Fig. 1: clock wiring as the flow saved it
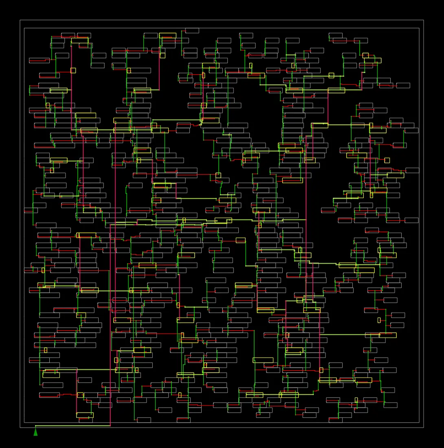
Fig. 2: clock wires, drivers and flops
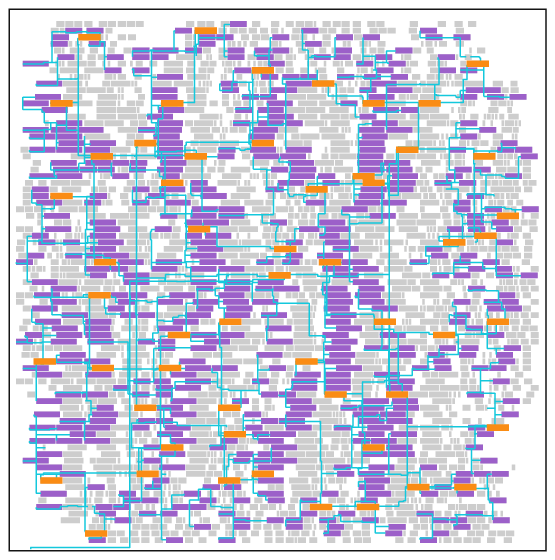
Fig. 3: cells by drive strength
The bar under the picture is 50 µm long.
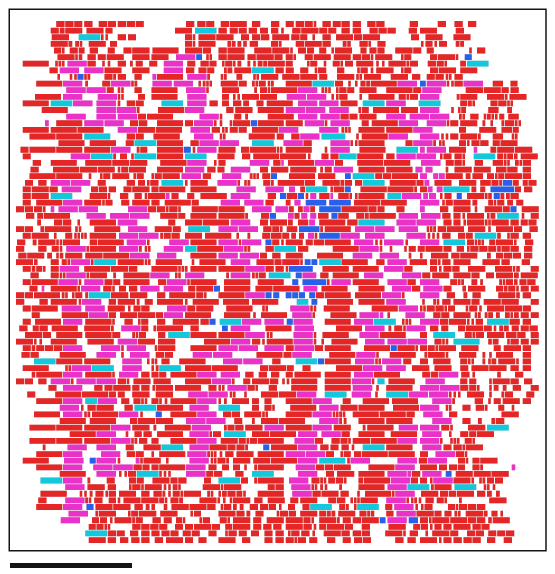
### src/rtl/audio_frame_buffer.sv
// ---------------------------------------------------------------------------
// AudioFrameBuffer: framing stage ahead of the 16-point FFT.
//
// Streaming 16-bit samples are written into a 16-entry circular history.
// Every HOP accepted samples a frame becomes due. While a frame is due, it
// launches on the first edge where the FFT reports done and no launch pulse
// is already in flight. On launch, the newest 16 samples are copied onto
// t0..t15 in time order, and new_t pulses for one cycle.
//
// Ports
//   clk          in   system clock; all state changes on the rising edge
//   reset        in   synchronous, active-high reset
//   sample_in    in   16-bit two's complement audio sample (not modified)
//   sample_valid in   sample_in is accepted on every edge where this is high
//   fft_done     in   FFT idle/complete; a frame may launch only while high
//   t0..t15      out  frame taps, t0 oldest and t15 newest; held between launches
//   new_t        out  one-cycle pulse following each snapshot edge
//   overrun      out  sticky; a due frame was superseded before it launched
//   frame_count  out  number of launched frames, wraps 255 -> 0
// ---------------------------------------------------------------------------
module audio_frame_buffer #(
    parameter int HOP = 16
) (
    input  logic        clk,
    input  logic        reset,
    input  logic [15:0] sample_in,
    input  logic        sample_valid,
    input  logic        fft_done,
    output logic [15:0] t0,
    output logic [15:0] t1,
    output logic [15:0] t2,
    output logic [15:0] t3,
    output logic [15:0] t4,
    output logic [15:0] t5,
    output logic [15:0] t6,
    output logic [15:0] t7,
    output logic [15:0] t8,
    output logic [15:0] t9,
    output logic [15:0] t10,
    output logic [15:0] t11,
    output logic [15:0] t12,
    output logic [15:0] t13,
    output logic [15:0] t14,
    output logic [15:0] t15,
    output logic        new_t,
    output logic        overrun,
    output logic [7:0]  frame_count
);

    localparam logic [4:0] HopW = 5'(HOP);

    typedef enum logic [1:0] {
        FILL = 2'd0,
        RUN  = 2'd1,
        PEND = 2'd2
    } state_t;

    state_t      state_q, state_d;
    logic [15:0] ram_q [16];
    logic [3:0]  wr_ptr_q, wr_ptr_d;
    logic [4:0]  fill_cnt_q, fill_cnt_d;
    logic [4:0]  hop_cnt_q, hop_cnt_d;
    logic [15:0] t_q [16];
    logic [15:0] t_d [16];
    logic        new_t_q, new_t_d;
    logic        overrun_q, overrun_d;
    logic [7:0]  frame_count_q, frame_count_d;

    logic        launch;
    logic [4:0]  hop_sum;
    logic        hop_hit;

    // History RAM. Its contents are not reset: the fill phase overwrites
    // every entry before the first snapshot reads it. wr_ptr always points
    // at the oldest entry, which is also the next one to be written.
    always_ff @(posedge clk) begin
        if (sample_valid) begin
            ram_q[wr_ptr_q] <= sample_in;
        end
    end

    // Launch decision and hop accounting. On a launch edge, the hop count
    // restarts from zero. A sample accepted on that same edge is therefore
    // the first sample of the next hop. With HOP = 1, that sample alone
    // makes the next frame due at once. The new_t guard then keeps the two
    // launches at least one idle cycle apart.
    always_comb begin
        launch  = (state_q == PEND) && fft_done && !new_t_q;
        hop_sum = (launch ? 5'd0 : hop_cnt_q) + {4'd0, sample_valid};
        hop_hit = (hop_sum == HopW);

        state_d       = state_q;
        hop_cnt_d     = hop_cnt_q;
        overrun_d     = overrun_q;
        new_t_d       = launch;
        frame_count_d = frame_count_q + {7'd0, launch};
        wr_ptr_d      = wr_ptr_q + {3'd0, sample_valid};
        fill_cnt_d    = fill_cnt_q;

        if (sample_valid && (fill_cnt_q != 5'd16)) begin
            fill_cnt_d = fill_cnt_q + 5'd1;
        end

        case (state_q)
            FILL: begin
                hop_cnt_d = 5'd0;
                if (sample_valid && (fill_cnt_q == 5'd15)) begin
                    state_d = PEND;
                end
            end
            RUN: begin
                if (hop_hit) begin
                    state_d   = PEND;
                    hop_cnt_d = 5'd0;
                end else begin
                    hop_cnt_d = hop_sum;
                end
            end
            PEND: begin
                if (launch) begin
                    if (hop_hit) begin
                        hop_cnt_d = 5'd0;
                    end else begin
                        state_d   = RUN;
                        hop_cnt_d = hop_sum;
                    end
                end else if (hop_hit) begin
                    // A further full hop arrived before the due frame could
                    // launch. The frame stays due and will show the newest
                    // samples when it finally goes out.
                    overrun_d = 1'b1;
                    hop_cnt_d = 5'd0;
                end else begin
                    hop_cnt_d = hop_sum;
                end
            end
            default: begin
                state_d   = FILL;
                hop_cnt_d = 5'd0;
            end
        endcase
    end

    // Snapshot. Tap i reads slot (wr_ptr + i) mod 16 of the RAM contents
    // from before the edge. As a result, a sample written on the launch
    // edge is not part of this frame.
    always_comb begin
        for (int i = 0; i < 16; i++) begin
            t_d[i] = launch ? ram_q[wr_ptr_q + 4'(i)] : t_q[i];
        end
    end

    // Control state and registered outputs. Reset discards any pending
    // frame, and the block must see 16 fresh samples before it launches again.
    always_ff @(posedge clk) begin
        if (reset) begin
            state_q       <= FILL;
            wr_ptr_q      <= 4'd0;
            fill_cnt_q    <= 5'd0;
            hop_cnt_q     <= 5'd0;
            new_t_q       <= 1'b0;
            overrun_q     <= 1'b0;
            frame_count_q <= 8'd0;
            for (int i = 0; i < 16; i++) begin
                t_q[i] <= 16'd0;
            end
        end else begin
            state_q       <= state_d;
            wr_ptr_q      <= wr_ptr_d;
            fill_cnt_q    <= fill_cnt_d;
            hop_cnt_q     <= hop_cnt_d;
            new_t_q       <= new_t_d;
            overrun_q     <= overrun_d;
            frame_count_q <= frame_count_d;
            for (int i = 0; i < 16; i++) begin
                t_q[i] <= t_d[i];
            end
        end
    end

    assign t0          = t_q[0];
    assign t1          = t_q[1];
    assign t2          = t_q[2];
    assign t3          = t_q[3];
    assign t4          = t_q[4];
    assign t5          = t_q[5];
    assign t6          = t_q[6];
    assign t7          = t_q[7];
    assign t8          = t_q[8];
    assign t9          = t_q[9];
    assign t10         = t_q[10];
    assign t11         = t_q[11];
    assign t12         = t_q[12];
    assign t13         = t_q[13];
    assign t14         = t_q[14];
    assign t15         = t_q[15];
    assign new_t       = new_t_q;
    assign overrun     = overrun_q;
    assign frame_count = frame_count_q;

endmodule

### config.mk
export PLATFORM = sky130hd
export DESIGN_NAME = audio_frame_buffer
export DESIGN_NICKNAME = d
export VERILOG_FILES = /design/src/rtl/audio_frame_buffer.sv
export SDC_FILE = /design/constraint.sdc
export NUM_CORES = 1
export LEC_CHECK = 0
export CORE_AREA = 2 2 218 220
export DETAILED_ROUTE_END_ITERATION = 10
export DIE_AREA = 0 0 220 222
export HOLD_SLACK_MARGIN = 0.06
export PLACE_DENSITY_LB_ADDON = 0.2
export REMOVE_ABC_BUFFERS = 1
export SLEW_MARGIN = 10
export SYNTH_ARGS = -nofsm -noshare
export SYNTH_HDL_FRONTEND = slang
export SYNTH_SLANG_ARGS = --single-unit
### constraint.sdc
create_clock -name clk -period 6.8 [get_ports clk]
set_input_delay 1.02 -clock clk [delete_from_list [all_inputs] [get_ports clk]]
set_output_delay 1.02 -clock clk [all_outputs]
set_load 0.02 [all_outputs]
==> flow_summary.yaml <==
# implementation run metrics
status:
  outcome: "finished, final reports clean"
layout:
  syn_to_final_growth_pct: 16.6
  clock_cell_area_share_pct: 5.34
  finalNonFillerCells: 3042
  ff_count: 538
  fillers: 2969
  lay_top_count: "nand2_1"
  logic_area_um2: 14800
  sh_seq_area_pct: 39.4
  final_nets: 2433
  comb_share_pct: 43.6
worst_setup_path:
  cp_common_cell: "buf_4"
  crit_family: "buffers and inverters"
  slowest_stage: "xor2_4"
  crit_fanout: 66
  start_kind: "register"
  r2r_start: "wr_ptr_q[0]"
  crit_buf_inv: 3
  crit_required_ps: 7240
  regToRegSetupSlack_ps: 2760
  cp.arrival_ps: 4480
logic_synthesis:
  ys_types: 41
  ys_sh_xor_pct: 0.810
  synth_cells: 2213
  yosys_cells: 2213
  synth_top_cell_by_count: "nand2_1"
  synthTopLogicFamily: "multiplexers"
  compound_area_share_pct: 8.24
  yosys_warnings: 0
  synthTopCellsByArea: "edfxtp_1, mux4_2, dfxtp_1, mux2i_1, nand2_1"
  async_flop_share_pct: 0
  numSynthFlops: 538
clock_tree:
  cts.sinks: 538
  cts_resized: 0
  postCtsHoldBufs: 0
  post_cts_buffers: 0
  clkSlewWorstSetupHoldPaths_ps: 60
pwr:
  clkPwrFrac_pct: 36.3
  power_w: 0.00842
  internal_power_w: 0.00601
  p_per_area_nw_per_um2: 249
floorplan:
  core_um2: 46300
  die_height_um: 222
  taps: 607
  die_w_um: 220
hold_path:
  worstHoldPathCells: 2
  min_path_type: "reg2reg"
  holdPathEnd: "t_q[1][100]"
placement:
  dpl.hpwl_um: 56100
  dpl.cell_count: 2934
drt:
  drt-initial-drc-count: 3181
  routedWlPerCell_um: 29.5
  dr_total_vias: 22346
final_timing:
  setup_slack_ps: 2760
  final_period_minus_worst_setup_slack_ps: 4040
  period_used_pct: 59.4
  tightest_slew_ps: 1140
  drv_slew: 0
  rsz0062_at_grt: "no"
global_routing:
  grt_pass1_wl_um: 132000
  first_global_vias: 21691
flow_run:
  max-cap-violations: 0
About Fig. 1:
Num CTS Buffers: 55
number of clock buffers in the layout: 73

About Fig. 2:
Purple shows flip-flops, count 538. Orange shows clock-net drivers, count 55. Cyan shows clock wires, length 6350 µm.
Position of the flops: all over the die.

About Fig. 3:
Red shows x1 and smaller, cells 1957. Magenta shows x2, cells 357. Cyan shows x6 and larger, cells 68. Blue shows x3 and x4, cells 50.

==> power groups by stage <==
| stage | logic (W) | clock network, W | registers, W |
|---|---|---|---|
| 2_1_floorplan | 0.00118 | 0 | 0.00385 |
| 3_3_place_gp | 0.00166 | 0 | 0.00369 |
| 3_5_place_dp | 0.00171 | 0 | 0.00369 |
| 4_1_cts | 0.00172 | 0.00306 | 0.00363 |
| 5_1_grt | 0.00184 | 0.00318 | 0.00364 |
| 6_report | 0.00174 | 0.00306 | 0.00363 |
==> routing by layer <==
metal	share of wire [%]	global-route usage, %	routed length [µm]
met5	0.020	0	18
met4	5.0	17.7	4510
met3	13	9.53	11900
met2	47	57.1	42400
met1	34	47.8	30900
Power and IR drop assume default switching activity.
